File: config.mk
export PLATFORM = sky130hd
export DESIGN_NAME = rc4_prga_decrypt
export DESIGN_NICKNAME = d
export VERILOG_FILES = /design/src/rtl/rc4_prga_decrypt.sv
export SDC_FILE = /design/constraint.sdc
export NUM_CORES = 1
export LEC_CHECK = 0
export ABC_AREA = 1
export ABC_CLOCK_PERIOD_IN_PS = 1600
export CAP_MARGIN = 0
export CORE_UTILIZATION = 48
export DETAILED_ROUTE_END_ITERATION = 6
export GPL_ROUTABILITY_DRIVEN = 0
export PLACE_DENSITY_LB_ADDON = 0.12
export SYNTH_ARGS = -nofsm -noshare
export SYNTH_HDL_FRONTEND = slang
export SYNTH_SLANG_ARGS = --single-unit
File: constraint.sdc
create_clock -name clk -period 1.6 [get_ports clk]
set_input_delay 0.32 -clock clk [delete_from_list [all_inputs] [get_ports clk]]
set_output_delay 0.32 -clock clk [all_outputs]
set_load 0.01 [all_outputs]
File: src/rtl/rc4_prga_decrypt.sv
// rc4_prga_decrypt: RC4 keystream walk over the permuted S RAM, XOR with the encrypted ROM into the decrypted RAM (optional RC4_PRGA_ASCII_CHECK_EN)
module rc4_prga_decrypt #(
    parameter int MSG_LEN = 32
) (
    input  logic       clk,
    input  logic       reset,
    input  logic       start,
    input  logic [7:0] s_q,
    output logic [7:0] s_address,
    output logic [7:0] s_data,
    output logic       s_wren,
    input  logic [7:0] rom_q,
    output logic [7:0] rom_address,
    output logic [7:0] d_address,
    output logic [7:0] d_data,
    output logic       d_wren,
    output logic       done,
    output logic       key_invalid
);
    typedef enum logic [4:0] {
        IDLE, INC_I, RD_SI, WAIT_SI, STORE_SI, CALC_J, RD_SJ, WAIT_SJ, STORE_SJ,
        WR_SI, WR_SJ, RD_F, WAIT_F, STORE_F, WR_D, NEXT_K, DONE
    } state_t;
    localparam logic [7:0] LAST_K = 8'(MSG_LEN - 1);
    state_t state, next;
    logic [7:0] i, j, k, si, sj, f, f_addr, pt;
    logic bad_pt;
    assign f_addr = si + sj;
    assign pt = f ^ rom_q;
    assign bad_pt = !((pt >= 8'd97 && pt <= 8'd122) || pt == 8'd32);
    // next state: the per-byte sequence is laid out in enum order, so most states just advance
    always_comb begin
        next = state_t'(state + 5'd1);
        if (state == IDLE) next = start ? INC_I : IDLE;
        if (state == NEXT_K) next = (k == LAST_K) ? DONE : INC_I;
        if (state == DONE) next = DONE;
`ifdef RC4_PRGA_ASCII_CHECK_EN
        if (state == WR_D && bad_pt) next = DONE;
`endif
    end
    // outputs decoded from state; idle address/data buses sit at zero
    always_comb begin
        s_address = (state == RD_SI || state == WR_SJ) ? i :
                    (state == RD_SJ || state == WR_SI) ? j :
                    (state == RD_F) ? f_addr : 8'd0;
        s_data = (state == WR_SI) ? si : (state == WR_SJ) ? sj : 8'd0;
        s_wren = state == WR_SI || state == WR_SJ;
        d_wren = state == WR_D;
        done = state == DONE;
        d_data = pt;
        d_address = k;
        rom_address = k;
    end
    // state register and datapath registers, each loaded in its own state
    always_ff @(posedge clk) begin
        if (reset) begin
            state <= IDLE;
            i <= '0;
            j <= '0;
            k <= '0;
            si <= '0;
            sj <= '0;
            f <= '0;
        end else begin
            state <= next;
            if (state == INC_I) i <= i + 8'd1;
            if (state == STORE_SI) si <= s_q;
            if (state == CALC_J) j <= j + si;
            if (state == STORE_SJ) sj <= s_q;
            if (state == STORE_F) f <= s_q;
            if (state == NEXT_K && k != LAST_K) k <= k + 8'd1;
        end
    end
`ifdef RC4_PRGA_ASCII_CHECK_EN
    logic invalid_q;
    // sticky flag raised together with the early jump to DONE on a non-text byte
    always_ff @(posedge clk) begin
        if (reset) invalid_q <= 1'b0;
        else if (state == WR_D && bad_pt) invalid_q <= 1'b1;
    end
    assign key_invalid = invalid_q;
`else
    assign key_invalid = 1'b0;
`endif
endmodule
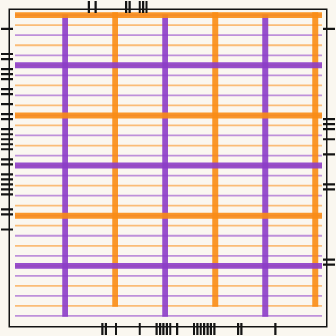
power_grid.png
Pins as bars on the die edge.
| colour | net |
|---|---|
| purple | VSS |
| orange | VDD |
met4 straps: 6
met1 rails: 31
met5 straps: 6
horizontal die dimension: 85.7 um
standard cell core area: 6790 um^2
maximum vdd drop: 0.000462 V

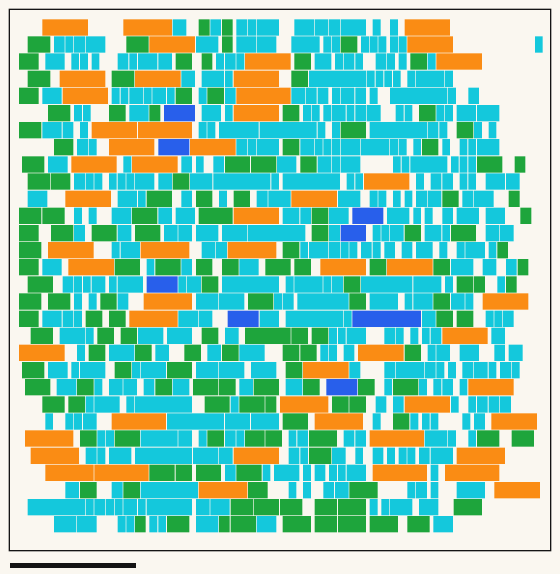
placement_by_type.png
Scale bar: 20 um.
| colour | class | cells | share of their area |
|---|---|---|---|
| green | other buffers and delay cells | 153 | 25% |
| orange | flops | 53 | 21% |
| cyan | combinational and other logic | 431 | 52% |
| blue | clock drivers and dummy loads | 8 | 2.3% |
FP Rows: 30
Finished Cell Area: 5490 um^2
register share of the cell area: 20.1%

==> flow.log <==
[flow] summary of implementation run
[metrics] commonest cells in the netlist: nor2_1, nand2_1, inv_1, dfxtp_1, nand3_1
[metrics] Num CTS Buffers: 5
[metrics] YS chip area: around 3400 um^2
[metrics] area occupied by multi-input gates: roughly 2500 um^2
[metrics] Crit Path Category: reg -> out
[metrics] outcome: finished, violations left
[metrics] Clock transition at path regs: 0.12 ns
[metrics] unrepaired setup endpoints after global routing: true
[metrics] total half-perimeter wirelength after legalization and detailed placement: between 7000 and 8000 um
[metrics] flip-flop cell with the highest count after synthesis: dfxtp_1
[metrics] Routed met1 length: 4880 um
[metrics] Max-cap violations: 0
[metrics] top logic cell by instance count in the layout: nor2_1
[metrics] number of antenna violations at the first check in global routing: 0
[metrics] post-synthesis sequential area ratio: 31.5%
[metrics] category of cells accounting for the largest share of critical-path delay: simple AND/OR/NAND/NOR gates
[metrics] global routing met1 resource utilization: about 35%
[metrics] top layer reached by signal wires: met4
[metrics] cell area after synthesis: roughly 3400 um^2
[metrics] # Cells Yosys: 501
[metrics] wire length on met2: 6120 um
[metrics] largest area contributor in the synthesized netlist: dfxtp_1
[metrics] worst setup margin: -0.601 ns
[metrics] register bit count reported by yosys: approximately 53
[metrics] Worst Setup Slack post-DPL: -0.626 ns
[metrics] Net count, final: 686
[metrics] Layout Utilization: 80.8%
[metrics] WL per Instance: 16.2 um
[metrics] chip footprint: 7350 um^2
[metrics] via count of the first global-routing pass: 3636
[metrics] first-pass GRT wire length: around 17000 um
[metrics] total nets after synthesis: around 540
[metrics] worst flop-to-flop path startpoint: state[1]
[metrics] drt pass-1 iters: 5
[metrics] dominant logic cell types in the final layout: nor2_1, nand2_1, buf_4
[metrics] final hold vios: 0
[metrics] number of violations reported at the end of detailed-routing iteration 0: 198
[metrics] global router's overall resource usage: 28.5%
[metrics] number of warnings issued by yosys: 0
[metrics] clock tree from TritonCTS: yes
[metrics] via count: 3974
[metrics] arrival time of data at the critical path endpoint: 1.88 ns
[metrics] synthesized area divided by synthesized cell count: 6.72 um^2
[metrics] portion of total power attributed to sequential cells: 47.7%
[metrics] net switching fraction of the power: 26.6%
[metrics] met3 track utilization from global routing: just under 5%
[metrics] max-slew violation total from the final report: 0
[metrics] endpoint of the worst hold path: d_address[4]
[metrics] io pins: approximately 63
[metrics] Clock Tree Root: clkbuf_8
[metrics] share of total power in the clock network: 36.6%
[metrics] crit path from: state[1]
[metrics] instance count of the mapped netlist: 501
[metrics] Comb power frac: 15.7%
[metrics] Final Hold Slack: 0.516 ns
[metrics] violated checks: setup timing
[metrics] H-tree depth: 2
[metrics] worst hold path cell count: 2
[metrics] pin count of the biggest net entering global routing: 25
[metrics] register cell area after layout: 1100 um^2
[metrics] Final setup viols: 35
[metrics] switching power: ~750 uW
[metrics] Leak Pwr: roughly 2.6 nW
[metrics] antenna fix cells: 0
[metrics] Post-synth EDFFs: 0
[metrics] Critical-path top delay cell: dfxtp_4
[metrics] cell internal pwr: between 2 and 2.5 mW
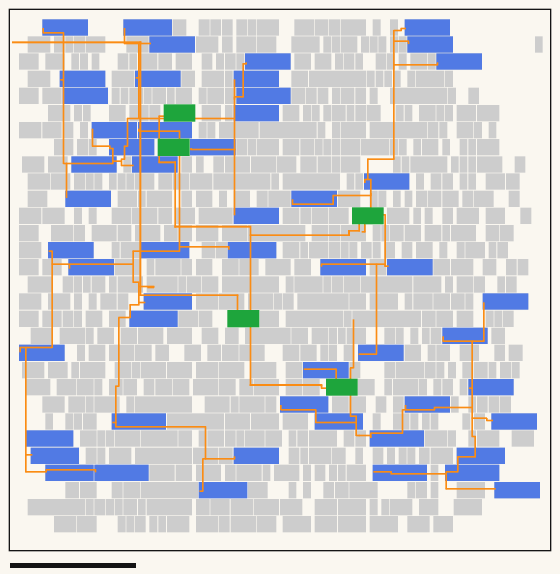
clk_routes.png
Scale bar: 20 um.
[green] clock drivers | count: 5
[blue] flip-flops | count: 53
[orange] clock wires | length: 720 um
flops lie: widely spread
clock network power: 1.03 mW
source-to-sink clock delay at the later pin of the worst-skew pair: 0.33 ns

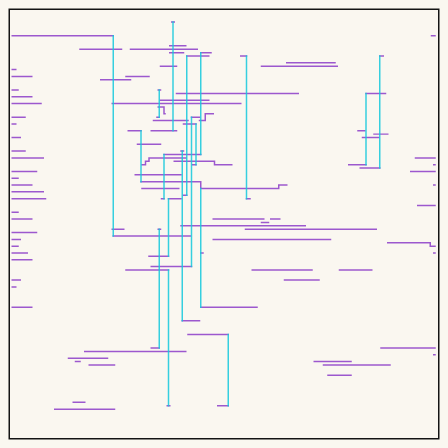
wires.png
Two of the layers only.
| colour | layer | wire length |
|---|---|---|
| cyan | metal 4 | 373 um |
| purple | metal 3 | 651 um |

## flip-flops by register name (all words and copies together) (netlist names)
| signal | count |
|---|---|
| i | 8 |
| d_address | 8 |
| state | 5 |
| f | 8 |
| j | 8 |
| si | 8 |
| sj | 8 |
## final cells by class
class / instances / share of cell area (%)
sequential: 53 / 20.1
timing repair buffer: 153 / 24.5
multi-input combinational: 372 / 46.4
clock buffer: 6 / 1.50
inverter: 59 / 4.49
clock inverter: 2 / 0.752
tap: 96 / 2.19
## kinds of logic after synthesis
| kind of cell | count (synthesis) | share of synthesized area, % |
|---|---|---|
| compound gates | 83 | 12.9 |
| xor+xnor | 16 | 4.17 |
| fa+ha+maj | 23 | 9.00 |
| buf+inv | 76 | 9.86 |
| flops | 53 | 31.5 |
| other cells | 1 | 0.111 |
| simple gates | 249 | 32.4 |
## through the flow
stage	power, mW	cells	TNS, ns
floorplan	1.52	501	-0.252
global placement	1.70	708	-10.57
detailed placement	1.70	708	-11.82
CTS	2.74	733	-7.46
global route	2.89	741	-12.14
finish	2.81	741	-9.28
## power by group through the flow
stage	registers, mW	clock network (mW)	logic, mW
final	1.34	1.03	0.439
after detailed placement	1.38	0	0.326
after global routing	1.34	1.08	0.467
after CTS	1.35	1.02	0.378
after floorplan	1.37	0	0.149
after global placement	1.37	0	0.321
## timing repair
action                                  in CTS  in global routing
pin swaps                                   36                 32
endpoints found under the setup margin      57                 72
gates cloned                                 1                  0
setup buffers                               17                 11
gates resized                              168                138
## worst max-delay path by stage
stage | end | slack (ns) | cells after the start
5_1_grt | s_address[4] | -0.70 | 12
6_report | s_address[1] | -0.60 | 11
3_3_place_gp | s_address[4] | -0.59 | 10
3_5_place_dp | s_address[4] | -0.63 | 10
2_1_floorplan | s_address[4] | -0.07 | 11
4_1_cts | s_address[7] | -0.52 | 11
Power is estimated from default activity; no workload was simulated.
